===== config.mk =====
export PLATFORM = sky130hd
export DESIGN_NAME = result_readout_flat
export DESIGN_NICKNAME = d
export VERILOG_FILES = /design/src/rtl/conv_pkg.sv /design/src/rtl/result_readout_if.sv /design/src/rtl/result_readout.sv /design/src/flat_wrapper.sv
export SDC_FILE = /design/constraint.sdc
export NUM_CORES = 1
export LEC_CHECK = 0
export CORE_UTILIZATION = 52
export CTS_CLUSTER_DIAMETER = 120
export DETAILED_ROUTE_END_ITERATION = 16
export PLACE_DENSITY_LB_ADDON = 0.25
export SLEW_MARGIN = 40
export SYNTH_ARGS = -nofsm -noshare
export SYNTH_HDL_FRONTEND = slang
export SYNTH_SLANG_ARGS = --single-unit

===== constraint.sdc =====
create_clock -name clock -period 2.7 [get_ports clock]
set_input_delay 0.81 -clock clock [delete_from_list [all_inputs] [get_ports clock]]
set_output_delay 0.81 -clock clock [all_outputs]
set_load 0.01 [all_outputs]

===== src/rtl/conv_pkg.sv =====
// Shared constants and state encoding for the result readout block.
package conv_pkg;

    localparam int unsigned DEF_ADDR_W         = 12;
    localparam int unsigned DEF_DATA_W         = 16;
    localparam int unsigned DEF_LAUNCH_TIMEOUT = 255;
    localparam int unsigned STATE_W            = 3;

    typedef enum logic [STATE_W-1:0] {
        ST_IDLE   = 3'd0,
        ST_LAUNCH = 3'd1,
        ST_RUN    = 3'd2,
        ST_READ   = 3'd3,
        ST_WAIT   = 3'd4,
        ST_HOLD   = 3'd5,
        ST_DONE   = 3'd6
    } state_e;

endpackage


===== src/rtl/result_readout_if.sv =====
// Output-SRAM read port plus host result stream, bundled for the readout block.
interface result_readout_if
    import conv_pkg::*;
#(
    parameter int unsigned ADDR_W = DEF_ADDR_W,
    parameter int unsigned DATA_W = DEF_DATA_W
) ();

    logic              out_sram_re;
    logic [ADDR_W-1:0] out_sram_addr;
    logic [DATA_W-1:0] out_sram_rdata;
    logic              rd_valid;
    logic [DATA_W-1:0] rd_data;
    logic              rd_last;
    logic              rd_ready;

    // Readout side: drives SRAM reads and the host stream.
    modport master (
        output out_sram_re,
        output out_sram_addr,
        input  out_sram_rdata,
        output rd_valid,
        output rd_data,
        output rd_last,
        input  rd_ready
    );

    // SRAM model / host side.
    modport slave (
        input  out_sram_re,
        input  out_sram_addr,
        output out_sram_rdata,
        input  rd_valid,
        input  rd_data,
        input  rd_last,
        output rd_ready
    );

endinterface


===== src/rtl/result_readout.sv =====
// Launches a controller run, counts snooped output writes, then streams the
// written words back from the output SRAM to the host.
module result_readout
    import conv_pkg::*;
#(
    parameter int unsigned ADDR_W         = DEF_ADDR_W,
    parameter int unsigned DATA_W         = DEF_DATA_W,
    parameter int unsigned LAUNCH_TIMEOUT = DEF_LAUNCH_TIMEOUT
) (
    input  logic              clock,
    input  logic              reset,
    input  logic              host_start,
    output logic              host_busy,
    output logic              dut_run,
    input  logic              dut_busy,
    input  logic              snoop_we,
    result_readout_if.master  rd_if,
    output logic [ADDR_W:0]   word_count,
    output logic              done,
    output logic              err
);

    localparam int unsigned TO_W = $clog2(LAUNCH_TIMEOUT + 1);
    localparam int unsigned WC_W = ADDR_W + 1;
    localparam logic [WC_W-1:0] WC_MAX = {1'b1, {ADDR_W{1'b0}}};

    state_e            state_q, state_d;
    logic [TO_W-1:0]   to_cnt_q, to_cnt_d;
    logic [ADDR_W-1:0] addr_q, addr_d;
    logic [WC_W-1:0]   wc_q, wc_d;
    logic [DATA_W-1:0] hold_q, hold_d;
    logic              last_q, last_d;
    logic              err_q, err_d;

    // State register.
    always_ff @(posedge clock or negedge reset) begin
        if (!reset) begin
            state_q <= ST_IDLE;
        end else begin
            state_q <= state_d;
        end
    end

    // Datapath registers: timeout, address, word count, holding word, flags.
    always_ff @(posedge clock or negedge reset) begin
        if (!reset) begin
            to_cnt_q <= '0;
            addr_q   <= '0;
            wc_q     <= '0;
            hold_q   <= '0;
            last_q   <= 1'b0;
            err_q    <= 1'b0;
        end else begin
            to_cnt_q <= to_cnt_d;
            addr_q   <= addr_d;
            wc_q     <= wc_d;
            hold_q   <= hold_d;
            last_q   <= last_d;
            err_q    <= err_d;
        end
    end

    // Next-state and datapath update; the busy-fall decision sees a coincident write.
    always_comb begin
        state_d  = state_q;
        to_cnt_d = to_cnt_q;
        addr_d   = addr_q;
        wc_d     = wc_q;
        hold_d   = hold_q;
        last_d   = last_q;
        err_d    = err_q;

        case (state_q)
            ST_IDLE: begin
                if (host_start) begin
                    wc_d     = '0;
                    err_d    = 1'b0;
                    to_cnt_d = '0;
                    state_d  = ST_LAUNCH;
                end
            end
            ST_LAUNCH: begin
                if (dut_busy) begin
                    state_d = ST_RUN;
                end else if (to_cnt_q == TO_W'(LAUNCH_TIMEOUT - 1)) begin
                    err_d   = 1'b1;
                    state_d = ST_DONE;
                end else begin
                    to_cnt_d = to_cnt_q + TO_W'(1);
                end
            end
            ST_RUN: begin
                if (snoop_we && (wc_q != WC_MAX)) begin
                    wc_d = wc_q + WC_W'(1);
                end
                if (!dut_busy) begin
                    addr_d  = '0;
                    state_d = (wc_d == '0) ? ST_DONE : ST_READ;
                end
            end
            ST_READ: begin
                state_d = ST_WAIT;
            end
            ST_WAIT: begin
                hold_d  = rd_if.out_sram_rdata;
                last_d  = ({1'b0, addr_q} == (wc_q - WC_W'(1)));
                state_d = ST_HOLD;
            end
            ST_HOLD: begin
                if (rd_if.rd_ready) begin
                    last_d = 1'b0;
                    if (last_q) begin
                        state_d = ST_DONE;
                    end else begin
                        addr_d  = addr_q + ADDR_W'(1);
                        state_d = ST_READ;
                    end
                end
            end
            ST_DONE: begin
                state_d = ST_IDLE;
            end
            default: begin
                state_d = ST_IDLE;
            end
        endcase
    end

    // Outputs decoded from the state register or taken straight from registers.
    assign host_busy           = (state_q != ST_IDLE);
    assign dut_run             = (state_q == ST_LAUNCH);
    assign rd_if.out_sram_re   = (state_q == ST_READ);
    assign rd_if.out_sram_addr = addr_q;
    assign rd_if.rd_valid      = (state_q == ST_HOLD);
    assign rd_if.rd_data       = hold_q;
    assign rd_if.rd_last       = last_q;
    assign word_count          = wc_q;
    assign done                = (state_q == ST_DONE);
    assign err                 = err_q;

endmodule


===== src/flat_wrapper.sv =====
// flat-port wrapper written by rule: the top's interface ports become plain ports
module result_readout_flat import conv_pkg::*;
#(
    parameter int unsigned ADDR_W         = DEF_ADDR_W,
    parameter int unsigned DATA_W         = DEF_DATA_W,
    parameter int unsigned LAUNCH_TIMEOUT = DEF_LAUNCH_TIMEOUT
)
  (clock, reset, host_start, host_busy, dut_run, dut_busy, snoop_we, word_count, done, err, rd_if_out_sram_re, rd_if_out_sram_addr, rd_if_out_sram_rdata, rd_if_rd_valid, rd_if_rd_data, rd_if_rd_last, rd_if_rd_ready);
  result_readout_if #(.ADDR_W(ADDR_W), .DATA_W(DATA_W)) rd_if_i ();
  input  logic clock;
  input  logic reset;
  input  logic host_start;
  output logic host_busy;
  output logic dut_run;
  input  logic dut_busy;
  input  logic snoop_we;
  output logic [ADDR_W:0] word_count;
  output logic done;
  output logic err;
  output wire logic [$bits(rd_if_i.out_sram_re)-1:0] rd_if_out_sram_re;
  output wire logic [$bits(rd_if_i.out_sram_addr)-1:0] rd_if_out_sram_addr;
  input wire logic [$bits(rd_if_i.out_sram_rdata)-1:0] rd_if_out_sram_rdata;
  output wire logic [$bits(rd_if_i.rd_valid)-1:0] rd_if_rd_valid;
  output wire logic [$bits(rd_if_i.rd_data)-1:0] rd_if_rd_data;
  output wire logic [$bits(rd_if_i.rd_last)-1:0] rd_if_rd_last;
  input wire logic [$bits(rd_if_i.rd_ready)-1:0] rd_if_rd_ready;
  assign rd_if_out_sram_re = rd_if_i.out_sram_re;
  assign rd_if_out_sram_addr = rd_if_i.out_sram_addr;
  assign rd_if_i.out_sram_rdata = rd_if_out_sram_rdata;
  assign rd_if_rd_valid = rd_if_i.rd_valid;
  assign rd_if_rd_data = rd_if_i.rd_data;
  assign rd_if_rd_last = rd_if_i.rd_last;
  assign rd_if_i.rd_ready = rd_if_rd_ready;
  result_readout #(.ADDR_W(ADDR_W), .DATA_W(DATA_W), .LAUNCH_TIMEOUT(LAUNCH_TIMEOUT)) u_core (.clock(clock), .reset(reset), .host_start(host_start), .host_busy(host_busy), .dut_run(dut_run), .dut_busy(dut_busy), .snoop_we(snoop_we), .rd_if(rd_if_i), .word_count(word_count), .done(done), .err(err));
endmodule

**Placement view**

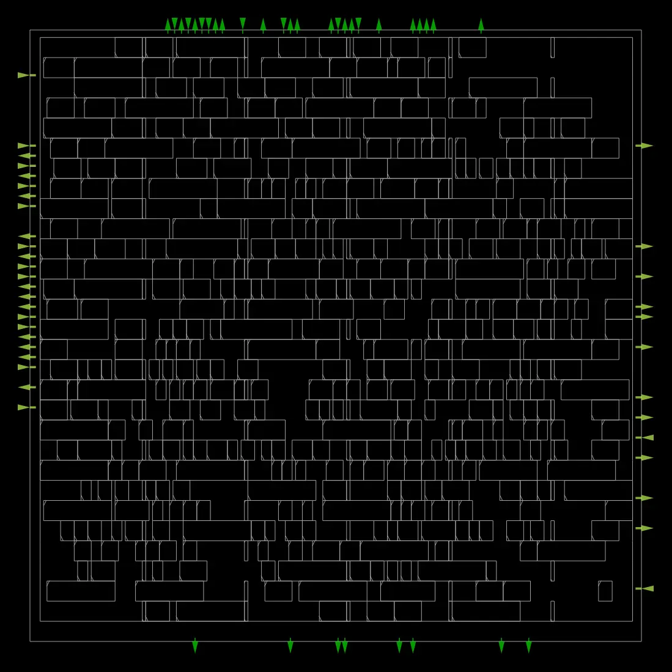
# Taps: 77
Layout Utilization: 67.9%
# rows: 29
Non-Filler Instances: 528
register share of the cell area: 31.6%

==> flow_metrics.py <==
# Auto-generated metrics
metrics = {
    "synthesis": {
        "largest_area_cell": "dfrtp_1",
        "synth_area_mm2": 0.00338,
        "edf_count": 0,
        "fp_nets": 406,
        "ys_sh_aoi_pct": 14.7,
        "top_area_share_pct": 40.0,
    },
    "finish": {
        "inv_count": 17,
        "register_area_mm2": 0.00135,
        "logic_gate_count": 288,
        "dominant_cells": "combinational gates",
    },
    "power_and_ir_drop": {
        "cellLeakagePower_nw": 1.77,
        "combPwrFrac_pct": 48.6,
        "power_frac_clock_pct": 14.2,
        "seq_power_mw": 1.25,
        "swShare_pct": 38.4,
        "comb-power_mw": 1.64,
        "p_per_area_mw_per_mm2": 787,
    },
    "route": {
        "initialDrtViolationCount": 168,
        "wl_met3_um": 405,
        "top_layer": "met4",
        "routedWlPerCell_um": 15.5,
        "drc_errors": 0,
        "viasPerCell": 5.81,
        "routed_wl_um": 8170,
    },
    "final_timing": {
        "hold_ws_ns": 0.488,
        "finalCritPeriodShare_pct": 96.5,
        "fin_tns_setup_ns": 0,
        "slew_headroom_pct": 60.9,
    },
    "worst_setup_path": {
        "start_kind": "flop",
        "r2r-end": "u_core.state_q[0]",
        "cp-startpoint": "u_core.state_q[0]",
        "worstSetupPathType": "flop to output port",
        "path_cells": "buf_4, nand2_1, inv_1, clkdlybuf4s50_1",
        "r2r-start": "u_core.word_count[1]",
        "worstPathMaxFanout": 8,
        "rr_worst_depth": 8,
    },
    "cts": {
        "root_buffer": "clkbuf_8",
        "cts_tree": "done",
        "htreeDepth": 2,
    },
    "die": {
        "core-area_mm2": 0.00631,
        "dieHeight_um": 82.6,
    },
    "placed_design": {
        "placed_cells": 520,
        "pre_cts_ws_ns": -0.0403,
        "place.gp.congestion": 0.939,
    },
    "global_routing": {
        "grt_pass1_vias": 2951,
    },
    "status": {
        "status": "completed",
    },
    "min_path": {
        "hold_class": "primary input to asynchronous set/reset pin",
    },
}
**Register map, names as in the netlist**

Scale bar: 20 um.
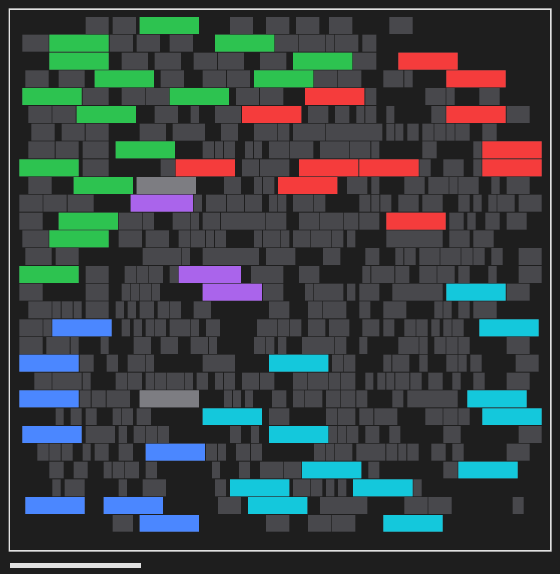
[cyan] u_core.word_count | sequential cells: 13
[blue] u_core.to_cnt_q | sequential cells: 8 | where: bottom left
[purple] u_core.state_q | sequential cells: 3
[red] u_core.rd_if.out_sram_addr | sequential cells: 12
[green] u_core.rd_if.rd_data | sequential cells: 16 | where: top left
not colored: 2

